## config.mk

```make
export PLATFORM = sky130hd
export DESIGN_NAME = dma_timing_ctrl
export DESIGN_NICKNAME = d
export VERILOG_FILES = /design/src/rtl/dma_timing_ctrl.sv
export SDC_FILE = /design/constraint.sdc
export NUM_CORES = 1
export LEC_CHECK = 0
export CAP_MARGIN = 25
export CORE_AREA = 2 2 39 41
export CTS_CLUSTER_DIAMETER = 200
export DETAILED_ROUTE_END_ITERATION = 12
export DIE_AREA = 0 0 41 43
export PLACE_DENSITY = 0.75
export SETUP_SLACK_MARGIN = 0.2
export SYNTH_ARGS = -nofsm -noshare
export SYNTH_HDL_FRONTEND = slang
export SYNTH_SLANG_ARGS = --single-unit
```

## constraint.sdc

```tcl
create_clock -name CLK -period 3.5 [get_ports CLK]
set_input_delay 0.7 -clock CLK [delete_from_list [all_inputs] [get_ports CLK]]
set_output_delay 0.7 -clock CLK [all_outputs]
set_load 0.02 [all_outputs]
```

## src/rtl/dma_timing_ctrl.sv

```systemverilog
// Bus-cycle timing FSM of an 8237A-style DMA: hold handshake, S0..S4 transfer
// sequencing with wait states, strobe decode, and termination handling.
module dma_timing_ctrl #(
  parameter int NUM_CH    = 4,
  parameter bit EXT_WRITE = 1'b0
) (
  input  logic                      CLK,
  input  logic                      RESET_N,
  input  logic                      valid_dreq,
  input  logic [$clog2(NUM_CH)-1:0] grant_ch,
  input  logic [1:0]                mode,
  input  logic [1:0]                xfer_type,
  input  logic                      hlda,
  input  logic                      ready,
  input  logic                      eop_n_in,
  input  logic                      tc,
  input  logic                      addr_hi_change,
  output logic                      hrq,
  output logic                      valid_dack,
  output logic [$clog2(NUM_CH)-1:0] active_ch,
  output logic                      aen,
  output logic                      adstb,
  output logic                      memr_n,
  output logic                      memw_n,
  output logic                      ior_n,
  output logic                      iow_n,
  output logic                      eop_n_out,
  output logic                      addr_update,
  output logic                      tc_set
);

  typedef enum logic [2:0] {
    ST_SI, ST_S0, ST_SC, ST_S1, ST_S2, ST_S3, ST_S4
  } state_t;

  localparam logic [1:0] MODE_DEMAND  = 2'b00;
  localparam logic [1:0] MODE_SINGLE  = 2'b01;
  localparam logic [1:0] MODE_BLOCK   = 2'b10;
  localparam logic [1:0] MODE_CASCADE = 2'b11;

  state_t state, state_nxt;
  logic   eop_pend;
  logic   in_xfer;
  logic   terminate;
  logic   is_rd, is_wr;
  logic   rd_strb, wr_strb;

  assign in_xfer   = (state == ST_S1) || (state == ST_S2) ||
                     (state == ST_S3) || (state == ST_S4);
  // An EOP arriving in S4 itself must still end the service at this S4.
  assign terminate = tc || eop_pend || !eop_n_in;

  always_comb begin
    state_nxt = state;
    case (state)
      ST_SI: if (valid_dreq) state_nxt = ST_S0;
      ST_S0: begin
        if (hlda)            state_nxt = (mode == MODE_CASCADE) ? ST_SC : ST_S1;
        else if (!valid_dreq) state_nxt = ST_SI;
      end
      ST_SC: if (!hlda || !valid_dreq) state_nxt = ST_SI;
      ST_S1: state_nxt = hlda ? ST_S2 : ST_SI;
      ST_S2: state_nxt = hlda ? ST_S3 : ST_SI;
      ST_S3: begin
        if (!hlda)      state_nxt = ST_SI;
        else if (ready) state_nxt = ST_S4;
      end
      ST_S4: begin
        if (!hlda || terminate) state_nxt = ST_SI;
        else begin
          case (mode)
            MODE_BLOCK:  state_nxt = addr_hi_change ? ST_S1 : ST_S2;
            MODE_DEMAND: state_nxt = !valid_dreq ? ST_SI :
                                     (addr_hi_change ? ST_S1 : ST_S2);
            default:     state_nxt = ST_SI;
          endcase
        end
      end
      default: state_nxt = ST_SI;
    endcase
  end

  always_ff @(posedge CLK or negedge RESET_N) begin
    if (!RESET_N) begin
      state     <= ST_SI;
      active_ch <= '0;
      eop_pend  <= 1'b0;
    end else begin
      state <= state_nxt;
      if (state == ST_S0 && hlda) active_ch <= grant_ch;
      if (state_nxt == ST_SI)            eop_pend <= 1'b0;
      else if (in_xfer && !eop_n_in)     eop_pend <= 1'b1;
    end
  end

  // Strobe decode: read-side strobe opens in S2, write-side in S3 (or S2 when extended).
  assign is_rd   = (xfer_type == 2'b10);
  assign is_wr   = (xfer_type == 2'b01);
  assign rd_strb = (state == ST_S2) || (state == ST_S3);
  assign wr_strb = (state == ST_S3) || (EXT_WRITE && (state == ST_S2));

  always_comb begin
    hrq         = (state != ST_SI);
    valid_dack  = in_xfer || (state == ST_SC);
    aen         = in_xfer;
    adstb       = (state == ST_S1);
    memr_n      = !(is_rd && rd_strb);
    ior_n       = !(is_wr && rd_strb);
    iow_n       = !(is_rd && wr_strb);
    memw_n      = !(is_wr && wr_strb);
    // A hold-acknowledge drop in S4 aborts the transfer, so no count/TC side effects.
    addr_update = (state == ST_S4) && hlda;
    tc_set      = (state == ST_S4) && hlda && tc;
    eop_n_out   = !tc_set;
  end

endmodule

```

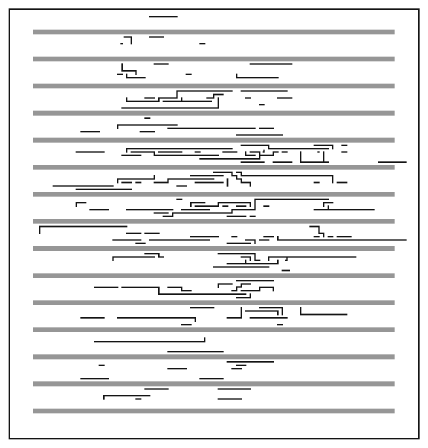
met1.png
Supply wires on this layer in gray.
longest straight run: 12.9 um
nets with wire on the layer: 74
wire length on this layer: 437 um
share of all routed wire: 42%

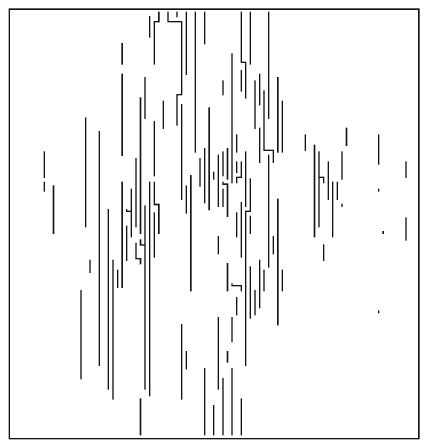
met2.png
wire length on this layer: 559 um
share of all routed wire: 53%
main direction: vertical
nets with wire on the layer: 79

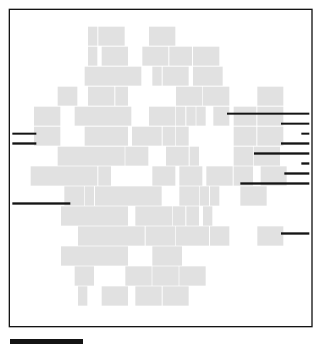
met3.png
The bar under the picture is 10 um long.
nets with wire on the layer: 12
longest straight run: 10.9 um
wire length on this layer: 56.3 um

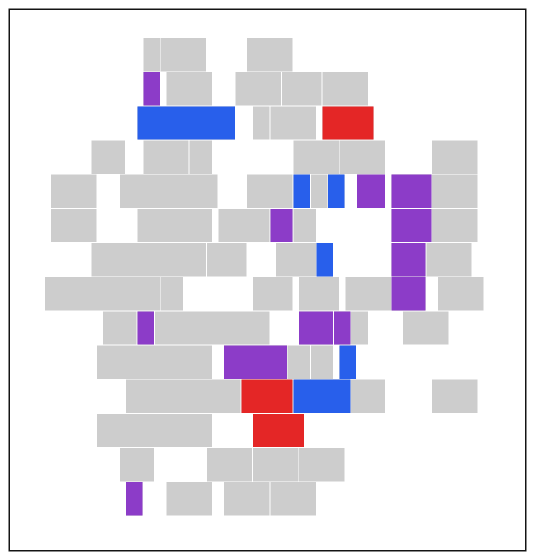
gate_families.png
| color | family | cells |
|---|---|---|
| purple | NAND gates | 12 |
| blue | NOR gates | 6 |
| red | multiplexers | 3 |

==> out/metrics.cfg <==
[outcome]
status=completed

[floorplanning]
tap_cells=16
core_mm2=0.00138
die_w_um=41
io_pins=27
fp-row-count=14
chipArea_mm2=0.00176
die_h_um=43

[synthesis]
synth-edff-count=0
mux_share=0.0716
synth_cell_types=26
yosysChipArea_um2=472
yosys_cells=47
synth.largest_area_cell=dfrtp_1
aoi_share=0.207
netlist_area_um2=472
syn_avg_cell_area_um2=10.0
numSynthFlops=6
topCellsByArea=dfrtp_1 32%, mux2_1 4.8%, nand3b_1 4.8%
yosys_warnings=0
yosys.stat.seqShare=0.318
syn_inst=47
adder_share=0
simple_gate_share=0.313
top_area_frac=0.318
synthArstFlopShare=1.00

[hold_path]
hp-class=flop to flop
hold_depth=1
min_from=active_ch[0]$_DFFE_PN0P_
min_to=active_ch[0]$_DFFE_PN0P_

[sta]
worst_pin_slew_ns=0.342
finalSetupViolations=0
finalHoldViolCount=0
tns_ns=0
skew_ns=0.00474
min_period_ns=3.03
slew_viol_final=0
slew_headroom=0.772
max_freq_mhz=330
rsz0062_at_grt=no

[final_layout]
seqCellArea_um2=150
lay_top_cells=26 x clkdlybuf4s50_1, 6 x dfrtp_1, 4 x nor2_1, 4 x nand2_1
layout_top_cell=clkdlybuf4s50_1
logic_area_um2=288
drive_gt1_frac=0.189
sh_comb_area=0.381
nets=90
sh_seq_area=0.199
comb_cells=35
final-clk-cell-share=0.0298
seq_cell_count=6
area_delta_synth_final_pct=60.2
largest_reg_flops=3
fill_cells=129
top_regs=state x3, active_ch x2, eop_pend x1
nonClkBufAreaFrac=0.344
nNonClkInverters=4
fin_cells=90
regMostFlops=state

[power]
clock_power_w=0.0000607
p_switching_w=0.000188
p_clk_frac=0.130
pg_seq_w=0.000143
pg_comb_w=0.000262
ir_drop_mv=0.353
intPower_w=0.000277
pwr-share-comb=0.562
p_seq_frac=0.308
powerDensity_mw_per_mm2=616

[cts]
cts_tree=built
numClockSinks=6
clk_latency_ns=0.24
hold_buffers=0
cts_max_path_buffers=2
numCtsBuffers=3
cts_root_buf=clkbuf_4
cts_resized=0
h-tree-depth=1
clk_pin_slew_ns=0.04

[detailed_routing]
viasPerCell=5.10
drt_iter0_markers=8
wl_per_cell_um=11.7
num_vias=459
wl_met2_um=558
wirelength_um=1050
ant_nets=0
dr.max_layer_used=met3
drt_pass1_iterations=2

[global_routing]
grt_util_all_layers=0.148
use_met1=0.190
antenna_found_initial=0
use_met3=0.0157
busiest_layer=met2
grt_first_pass_wirelength_um=1840
grt_pass1_vias=434
grt-ovfl-total=0
use_met2=0.241
grt_start_max_net_pins=11

[critical_path]
start_kind=input pin
crit_path_frequent_cell=clkdlybuf4s50_1
reg2reg_depth=4
r2r_slack_ns=2.19
rr_endpoint=eop_pend$_DFFE_PN0P_
crit_fanout=7
crit_family=buffers and inverters
arrival_ns=2.33
r2r_start=state[2]$_DFF_PN0_
slowest_stage=clkdlybuf4s50_1
worstPathCellList=clkdlybuf4s50_1 -> and4b_2 -> nand2_1 -> inv_1 -> clkdlybuf4s50_1
path_depth=5
endpoint=tc_set
crit_start=hlda
crit_type=input pin to output port
cp_data_required_time_ns=2.80
critPathBufInv=3
crit_path_end_kind=output port

[flow_run]
warnings=26

[placed_design]
dp_hpwl_um=882
placed_cells=87
gp_congestion=0.663

## metrics by stage
| step | cell area [um^2] | utilization | worst slack, ns | total power, W | hold slack [ns] |
|---|---|---|---|---|---|
| after detailed placement | 733 | 0.530 | 0.480 | 0.000409 | 0.487 |
| final | 756 | 0.546 | 0.471 | 0.000466 | 0.487 |
| after CTS | 756 | 0.546 | 0.474 | 0.000474 | 0.497 |
| after global placement | 733 | 0.530 | 0.485 | 0.000404 | 0.482 |
| after global routing | 756 | 0.546 | 0.412 | 0.000500 | 0.506 |
| after floorplan | 472 | - | 1.37 | 0.000310 | 0.404 |
## cell usage after synthesis (all sizes together) (2+ instances only)
library cell / number
mux2: 3
nand3b: 3
inv: 4
a21oi: 2
o21ai: 3
o2111ai: 2
nand4b: 2
nor2: 4
nand2: 5
dfrtp: 6
buf: 2
Power figures rest on the tool's default switching activity, not on a simulated workload.
